[config.mk]
export PLATFORM = sky130hd
export DESIGN_NAME = fir_tap_line
export DESIGN_NICKNAME = d
export VERILOG_FILES = /design/src/rtl/fir_tap_line.sv
export SDC_FILE = /design/constraint.sdc
export NUM_CORES = 1
export LEC_CHECK = 0
export CAP_MARGIN = 20
export CORE_MARGIN = 2
export CORE_UTILIZATION = 30
export CTS_BUF_LIST = sky130_fd_sc_hd__clkbuf_4
export CTS_CLUSTER_DIAMETER = 80
export DETAILED_ROUTE_END_ITERATION = 10
export MAX_ROUTING_LAYER = met4
export PLACE_DENSITY_LB_ADDON = 0.1
export SLEW_MARGIN = 20
export SYNTH_ARGS = -nofsm -noshare
export SYNTH_HDL_FRONTEND = slang
export SYNTH_SLANG_ARGS = --single-unit
[constraint.sdc]
create_clock -name clk -period 2.3 [get_ports clk]
set_clock_uncertainty 0.1 [all_clocks]
set_input_delay 0.23 -clock clk [delete_from_list [all_inputs] [get_ports clk]]
set_output_delay 0.23 -clock clk [all_outputs]
set_load 0.02 [all_outputs]
[src/rtl/fir_tap_line.sv]
// fir_tap_line: multi-channel tap delay line for the FIR MAC stage.
// Each accepted sample shifts into its channel's delay line. A registered
// snapshot of that channel's taps is offered downstream with valid/ready.
// Taps at or beyond the runtime active_taps are zeroed on the output only.
//
// Ports:
//   clk, rst         clock, synchronous active-high reset
//   in_valid/ready   upstream handshake; in_data sample, in_ch channel
//   active_taps      filter length, sampled at each accept
//   flush            clears all delay lines and fill counters
//   out_valid/ready  downstream handshake
//   out_ch           channel of the snapshot
//   out_taps         snapshot, index 0 = newest sample
//   out_primed       channel had seen >= effective tap count samples
//   err_bad_ch       one-cycle pulse after accepting an out-of-range channel

// One channel: shift register of NUM_TAPS samples plus a saturating fill count.
module fir_tap_chan #(
  parameter int DATA_WIDTH = 16,
  parameter int NUM_TAPS   = 8,
  parameter int CNT_W      = $clog2(NUM_TAPS + 1)
) (
  input  logic                                 clk,
  input  logic                                 rst,
  input  logic                                 clr,
  input  logic                                 shift,
  input  logic [DATA_WIDTH-1:0]                din,
  output logic [NUM_TAPS-1:0][DATA_WIDTH-1:0]  taps,
  output logic [CNT_W-1:0]                     fill
);
  localparam logic [CNT_W-1:0] NT_C = CNT_W'(NUM_TAPS);

  always_ff @(posedge clk) begin
    if (rst || clr) begin
      taps <= '0;
      fill <= '0;
    end else if (shift) begin
      // element 0 is the newest; older samples move to higher indices
      taps <= {taps[NUM_TAPS-2:0], din};
      if (fill != NT_C) fill <= fill + CNT_W'(1);
    end
  end
endmodule

module fir_tap_line #(
  parameter int DATA_WIDTH = 16,
  parameter int NUM_TAPS   = 8,
  parameter int NUM_CH     = 2,
  parameter int CH_W       = (NUM_CH > 1) ? $clog2(NUM_CH) : 1,
  parameter int CNT_W      = $clog2(NUM_TAPS + 1)
) (
  input  logic                  clk,
  input  logic                  rst,
  input  logic                  in_valid,
  output logic                  in_ready,
  input  logic [DATA_WIDTH-1:0] in_data,
  input  logic [CH_W-1:0]       in_ch,
  input  logic [CNT_W-1:0]      active_taps,
  input  logic                  flush,
  output logic                  out_valid,
  input  logic                  out_ready,
  output logic [CH_W-1:0]       out_ch,
  output logic [DATA_WIDTH-1:0] out_taps [0:NUM_TAPS-1],
  output logic                  out_primed,
  output logic                  err_bad_ch
);
  localparam logic [CNT_W-1:0] NT_C  = CNT_W'(NUM_TAPS);
  // one extra bit so NUM_CH itself is representable for the range check
  localparam logic [CH_W:0]    NCH_C = NUM_CH[CH_W:0];

  logic [NUM_CH-1:0][NUM_TAPS-1:0][DATA_WIDTH-1:0] lines;
  logic [NUM_CH-1:0][CNT_W-1:0]                    fills;

  logic                                acc, ch_ok, acc_good;
  logic [CH_W-1:0]                     sel_ch;
  logic [NUM_TAPS-1:0][DATA_WIDTH-1:0] sel_line;
  logic [CNT_W-1:0]                    sel_fill_nxt, eff;

  // single output register, no skid: accept only when the slot is free
  // or being drained this cycle
  assign in_ready = !rst && !flush && (!out_valid || out_ready);
  assign acc      = in_valid && in_ready;
  assign ch_ok    = {1'b0, in_ch} < NCH_C;
  assign acc_good = acc && ch_ok;
  assign sel_ch   = ch_ok ? in_ch : '0;
  assign sel_line = lines[sel_ch];
  assign sel_fill_nxt = (fills[sel_ch] == NT_C) ? NT_C : fills[sel_ch] + CNT_W'(1);
  assign eff      = (active_taps > NT_C) ? NT_C : active_taps;

  for (genvar g = 0; g < NUM_CH; g++) begin : g_ch
    fir_tap_chan #(
      .DATA_WIDTH (DATA_WIDTH),
      .NUM_TAPS   (NUM_TAPS),
      .CNT_W      (CNT_W)
    ) u_chan (
      .clk   (clk),
      .rst   (rst),
      .clr   (flush),
      .shift (acc_good && (in_ch == CH_W'(g))),
      .din   (in_data),
      .taps  (lines[g]),
      .fill  (fills[g])
    );
  end

  always_ff @(posedge clk) begin
    if (rst) begin
      out_valid  <= 1'b0;
      out_ch     <= '0;
      out_primed <= 1'b0;
      err_bad_ch <= 1'b0;
      for (int i = 0; i < NUM_TAPS; i++) out_taps[i] <= '0;
    end else begin
      err_bad_ch <= acc && !ch_ok;
      if (acc_good) begin
        // snapshot uses pre-shift line contents: line[i-1] becomes tap i
        out_valid  <= 1'b1;
        out_ch     <= in_ch;
        out_primed <= sel_fill_nxt >= eff;
        out_taps[0] <= (eff != '0) ? in_data : '0;
        for (int i = 1; i < NUM_TAPS; i++)
          out_taps[i] <= (CNT_W'(i) < eff) ? sel_line[i-1] : '0;
      end else if (out_ready) begin
        out_valid <= 1'b0;
      end
    end
  end
endmodule

zoom.png
Window x 158 to 178, y 46 to 66 microns. Cells in gray, sequential cells in the stronger gray; small squares are vias.
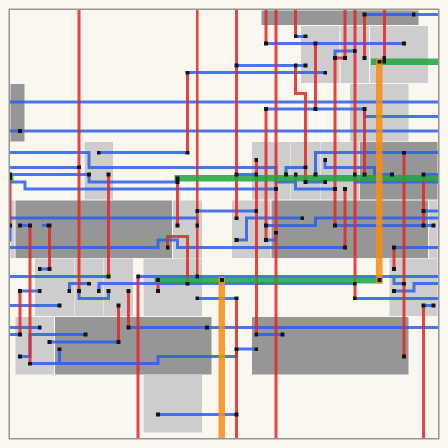
Key: met1 = blue; met2 = red; met4 = orange; met3 = green
21 logic cells have their middle in the window. Most frequent: nand2_1 (6), a21oi_1 (6). Sequential cells in the window: 4. Netlist names of flops here include `g_ch.u_chan.taps` (4).

==> impl_metrics.csv <==
group,metric,value,unit
logic_synthesis,top_cells_by_count,"592 x nand2_1, 363 x dfxtp_1, 356 x a21oi_1",
critical_path,cp-start-kind,"register",
critical_path,cp-endpoint,"out_taps[62]",
detailed_routing,via_count,12600,
die,fp_util,30.3,%
finish,fin_area,18200,sq um
logic_synthesis,synth.avg_cell_area,8.18,sq um
global_routing,grt_use_met3,3.79,%
die,die_y,223,microns
logic_synthesis,ys_chip_area,14400,sq um
critical_path,rr_startpoint,"g_ch[0].u_chan.fill[1]",
clock_tree,cts_setup_buffers,0,
clock_tree,cts_buffers,102,
power_and_ir_drop,sequentialPower,0.00632,W
logic_synthesis,synth_flop_count,363,
clock_tree,root_buffer,"clkbuf_4",
critical_path,crit_path_max_fanout,2,
detailed_routing,drtAntennaViolNets,0,
detailed_routing,dr.max_layer_used,"met4",
hold_path,whs_path_depth,3,
finish,stdcell_count,2632,
power_and_ir_drop,p_int,0.00984,W
critical_path,crit_path_top_delay_cell,"clkdlybuf4s50_1",
run,max-cap-violations,0,
detailed_routing,drt_iter0_drc,541,
die,die_x,223,microns
place,dpl.cell_count,2438,
die,ios,159,
place,place.gp.congestion,0.803,
global_routing,antenna_found_initial,2,
finish,lay_top_count,"nand2_1",
timing,max_freq,473,MHz
logic_synthesis,ys_sh_xor,0.0607,%
timing,period_used_share,92.0,%
finish,utilization,38.2,%
critical_path,worst_r2r_endpoint,"out_primed",
hold_path,hold_path.class,"in2reg",
logic_synthesis,async_flop_share,0,%
detailed_routing,dr.pass1.iters,5,
outcome,outcome,"finished, final reports clean",
timing,min_period,2.12,ns
detailed_routing,wl_met3,1910,microns
hold_path,hp-start,"in_data[10]",
critical_path,r2r_slack,0.24,ns
power_and_ir_drop,power,0.0130,W
finish,largest_register_ffs,224,
hold_path,min_to,"g_ch[1].u_chan.taps[10]",
clock_tree,tritoncts,"yes",
detailed_routing,avgRoutedWirePerCell,17.2,microns
met4.png
Scale: 1.5 px per micron. Cells faint in the background.
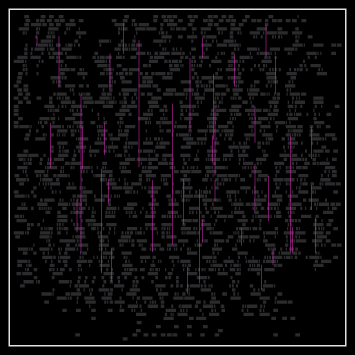
The wires run mostly vertical. The layer carries 1,270 microns of wire.

Power figures rest on the tool's default switching activity, not on a simulated workload.
